Figure 1. Power grid (run 1).
The bar under the picture is 20 um long. Pins as bars on the die edge. Tap cells in grey.
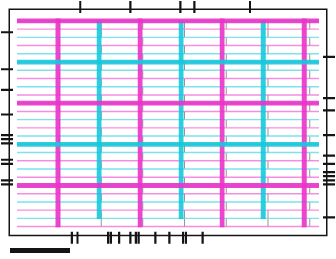
Figure 2. Cells coloured by class (run 1).
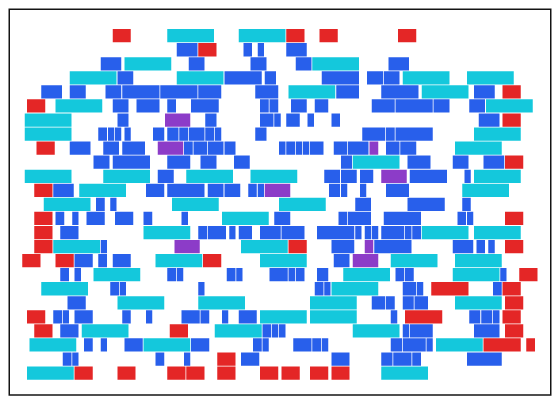
Figure 3. Clock distribution (run 1).
The bar under the picture is 20 um long.
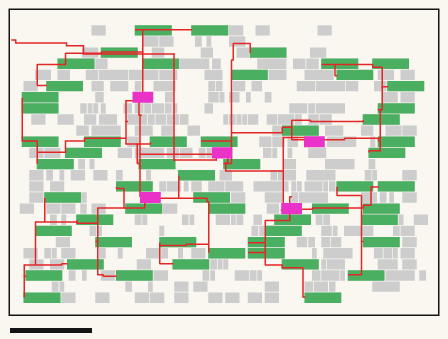
Figure 4. Routed metal, one colour a layer (run 1).
The bar under the picture is 20 um long. Two of the layers only.
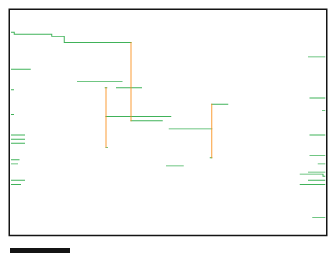
===== config.mk =====
export PLATFORM = sky130hd
export DESIGN_NAME = ternary_to_binary_decoder
export DESIGN_NICKNAME = d
export VERILOG_FILES = /design/src/rtl/ternary_to_binary_decoder.sv
export SDC_FILE = /design/constraint.sdc
export NUM_CORES = 1
export LEC_CHECK = 0
export CELL_PAD_IN_SITES_DETAIL_PLACEMENT = 0
export CELL_PAD_IN_SITES_GLOBAL_PLACEMENT = 1
export CORE_ASPECT_RATIO = 0.7
export CORE_MARGIN = 2
export CORE_UTILIZATION = 44
export DETAILED_ROUTE_END_ITERATION = 6
export GPL_ROUTABILITY_DRIVEN = 0
export GPL_TIMING_DRIVEN = 0
export HOLD_SLACK_MARGIN = 0.15
export PLACE_DENSITY_LB_ADDON = 0.1
export REMOVE_ABC_BUFFERS = 1
export SYNTH_ARGS = -nofsm -noshare
export SYNTH_HDL_FRONTEND = slang
export SYNTH_SLANG_ARGS = --single-unit

===== constraint.sdc =====
create_clock -name clock -period 3.7 [get_ports clock]
set_input_delay 1.11 -clock clock [delete_from_list [all_inputs] [get_ports clock]]
set_output_delay 1.11 -clock clock [all_outputs]
set_load 0.02 [all_outputs]

===== src/rtl/ternary_to_binary_decoder.sv =====
// ternary_to_binary_decoder
//   Converts a balanced-ternary word (two bits per trit) into a signed
//   two's-complement integer. One trit is consumed per clock, MSB first,
//   using Horner evaluation: acc = acc*3 + trit.
//
//   Trit codes: 2'b00 = 0, 2'b01 = +1, 2'b11 = -1, 2'b10 = illegal.
//   An illegal trit contributes 0 and sets the sticky error flag for the word.
//
// Ports
//   clock      rising-edge system clock
//   reset_n    asynchronous active-low reset
//   in_valid   in_word holds a word to convert
//   in_ready   decoder is idle and will accept a word
//   in_word    trit i at bits [2i+1:2i]; trit WORD_SIZE-1 is the MSB
//   out_valid  out_value/out_error hold a finished result
//   out_ready  consumer takes the result
//   out_value  signed result, BIN_WIDTH bits
//   out_error  at least one trit of the word was illegal
module ternary_to_binary_decoder #(
  parameter int WORD_SIZE = 9,
  parameter int BIN_WIDTH = 15
) (
  input  logic                   clock,
  input  logic                   reset_n,
  input  logic                   in_valid,
  output logic                   in_ready,
  input  logic [2*WORD_SIZE-1:0] in_word,
  output logic                   out_valid,
  input  logic                   out_ready,
  output logic [BIN_WIDTH-1:0]   out_value,
  output logic                   out_error
);

  // Elaboration-time range check: the widest magnitude (3^N-1)/2 must fit.
  function automatic longint unsigned pow3(input int n);
    longint unsigned p;
    p = 1;
    for (int i = 0; i < n; i++) p = p * 3;
    return p;
  endfunction

  localparam longint unsigned MAX_MAG = (pow3(WORD_SIZE) - 1) / 2;
  localparam longint unsigned BIN_LIM = longint'(1) << (BIN_WIDTH - 1);

  if (!(BIN_LIM > MAX_MAG)) begin : g_bad_params
    $error("BIN_WIDTH too small for WORD_SIZE trits");
  end

  localparam int IDX_W = (WORD_SIZE > 1) ? $clog2(WORD_SIZE) : 1;
  localparam int SH_W  = 2 * WORD_SIZE;

  typedef enum logic [1:0] {
    IDLE    = 2'd0,
    CONVERT = 2'd1,
    DONE    = 2'd2
  } state_e;

  state_e                 state_q, state_d;
  logic [SH_W-1:0]        shift_q, shift_d;
  logic [BIN_WIDTH-1:0]   acc_q,   acc_d;
  logic                   err_q,   err_d;
  logic [IDX_W-1:0]       idx_q,   idx_d;
  logic [BIN_WIDTH-1:0]   value_q, value_d;
  logic                   error_q, error_d;

  logic [1:0]             trit;
  logic [BIN_WIDTH-1:0]   trit_val;

  // The word is shifted left two bits per cycle, so the trit being
  // evaluated always sits at the top of the shift register.
  assign trit = shift_q[SH_W-1 -: 2];

  always_comb begin
    // NOTE: every signal assigned in this block gets a default first, so no
    // path leaves one unassigned and no latch is inferred.
    state_d  = state_q;
    shift_d  = shift_q;
    acc_d    = acc_q;
    err_d    = err_q;
    idx_d    = idx_q;
    value_d  = value_q;
    error_d  = error_q;
    trit_val = '0;

    unique case (trit)
      2'b01:   trit_val = BIN_WIDTH'(1);
      2'b11:   trit_val = '1;           // -1, sign-extended
      default: trit_val = '0;           // 0 and the illegal code
    endcase

    unique case (state_q)
      IDLE: begin
        if (in_valid) begin
          shift_d = in_word;
          acc_d   = '0;
          err_d   = 1'b0;
          idx_d   = IDX_W'(WORD_SIZE - 1);
          state_d = CONVERT;
        end
      end
      CONVERT: begin
        acc_d   = (acc_q << 1) + acc_q + trit_val;
        err_d   = err_q | (trit == 2'b10);
        shift_d = shift_q << 2;
        if (idx_q == '0) begin
          // The output register only ever sees a completed word, so an
          // aborted or in-flight conversion is never visible on out_value.
          value_d = acc_d;
          error_d = err_d;
          state_d = DONE;
        end else begin
          idx_d = idx_q - IDX_W'(1);
        end
      end
      DONE: begin
        if (out_ready) state_d = IDLE;
      end
      default: state_d = IDLE;
    endcase
  end

  // NOTE: state registers use non-blocking assignments so every flop samples
  // the values from before the edge, independent of block ordering.
  always_ff @(posedge clock or negedge reset_n) begin
    if (!reset_n) begin
      state_q <= IDLE;
      shift_q <= '0;
      acc_q   <= '0;
      err_q   <= 1'b0;
      idx_q   <= '0;
      value_q <= '0;
      error_q <= 1'b0;
    end else begin
      state_q <= state_d;
      shift_q <= shift_d;
      acc_q   <= acc_d;
      err_q   <= err_d;
      idx_q   <= idx_d;
      value_q <= value_d;
      error_q <= error_d;
    end
  end

  assign in_ready  = (state_q == IDLE);
  assign out_valid = (state_q == DONE);
  assign out_value = value_q;
  assign out_error = error_q;

endmodule


==> notes.md, run 1 <==
flow finished, numbers: met3 routed WL=210 um, main logic family after synthesis=adder cells, CTS clk-pin slew, worst paths=0.10 ns, insertion delay at the late pin of the worst-skew pair=0.31 ns, Slew Limit Fails=0, # clk buffers=6, CP max stage cell=fa_1, logic share of the area=0.441, Worst Hold End=out_value[2], yosys simple share=0.0909, CP Capture Type=flop, PnR worst setup slack=0.380 ns, syn avg cell area=11.2 um^2, Post-CTS Hold Buffers=0, Startpoint Class=flop, most common cell in the netlist=dfrtp_1, run status=finished clean, top cells by count, synth=56 x dfrtp_1, 35 x nand2_1, 29 x o21ai_0, DRT Pass-1 Iters=4, Routed Antenna Nets=0, flip-flops=56, tap cells=94, detailed-route DRC error count=0, top cells by area=dfrtp_1 45%, fa_1 9.0%, ha_1 6.4%, Synth area leader=dfrtp_1
-- Figure 1 (at the start) --
[cyan] VDD
[magenta] VSS
signal pins: 40
tap cells: 94
rows: 25
met5 straps: 5
core area: 6790 um^2
Die Span X: 104 um
Die Ht: 74.3 um

-- Figure 2 (at the start) --
[cyan] sequential cells | cells: 56
[blue] combinational and other logic | cells: 210
[red] remaining buffers and delay cells | cells: 42
[purple] clock drivers and dummy loads | cells: 8
Final Instance Area: 3740 um^2
final core occ: 0.551
num rows: 25

-- Figure 3 (at the start) --
[magenta] clock drivers | count: 5
[green] flip-flops | count: 56
[red] clock wires | length: 721 um
flops lie: spread over the die

-- Figure 4 (at the start) --
[green] metal 3 | wire length: 211 um
[orange] metal 4 | wire length: 63.2 um
Routed WL per cell: 14.6 um
WL final: 5990 um

Figure 5. The clock network (run 1).
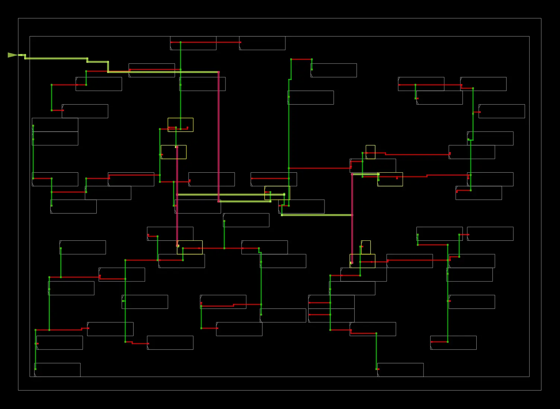

==> run 2: changes to the inputs <==
--- a/config.mk
+++ b/config.mk
@@ -9,7 +9,8 @@
 export CELL_PAD_IN_SITES_GLOBAL_PLACEMENT = 1
 export CORE_ASPECT_RATIO = 0.7
 export CORE_MARGIN = 2
-export CORE_UTILIZATION = 44
+export CORE_UTILIZATION = 46
+export CTS_BUF_LIST = sky130_fd_sc_hd__clkbuf_8
 export DETAILED_ROUTE_END_ITERATION = 6
 export GPL_ROUTABILITY_DRIVEN = 0
 export GPL_TIMING_DRIVEN = 0
Figure 6. The clock network (run 2).
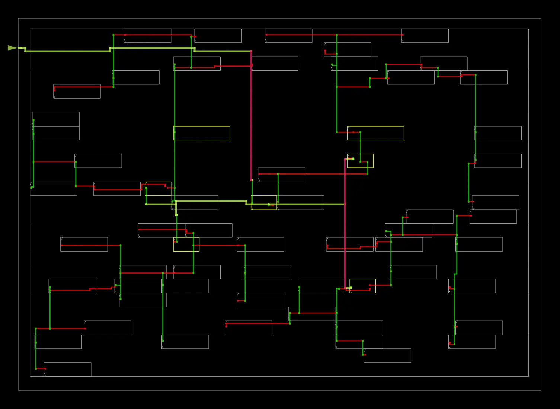
flip-flops: 56
Clock Skews: 0.00765 ns
Clock Sinks: 56

==> run 2 against run 1 <==
- register-to-register slack gained 0.04 ns
- final cell count shrank 0.24%
- first-iteration DRC count grew 3.4%
- sequential cell count is the same
- wire length shrank 0.89%
- critical endpoint is now out_value[11]
==> notes.md, run 2 <==
flow finished, numbers: most common cell in the netlist=dfrtp_1, Die Span X=102 um, run status=finished clean, CP Capture Type=flop, logic share of the area=0.437, detailed-route DRC error count=0, WL final=5930 um, # clk buffers=5, DRT Pass-1 Iters=4, yosys simple share=0.0909, Routed WL per cell=14.5 um, Worst Hold End=out_value[3], Routed Antenna Nets=0, CTS clk-pin slew, worst paths=0.10 ns, Die Ht=72.8 um, met3 routed WL=177 um, tap cells=94, Final Instance Area=3780 um^2, Slew Limit Fails=0, PnR worst setup slack=0.424 ns, top cells by count, synth=56 x dfrtp_1, 35 x nand2_1, 29 x o21ai_0
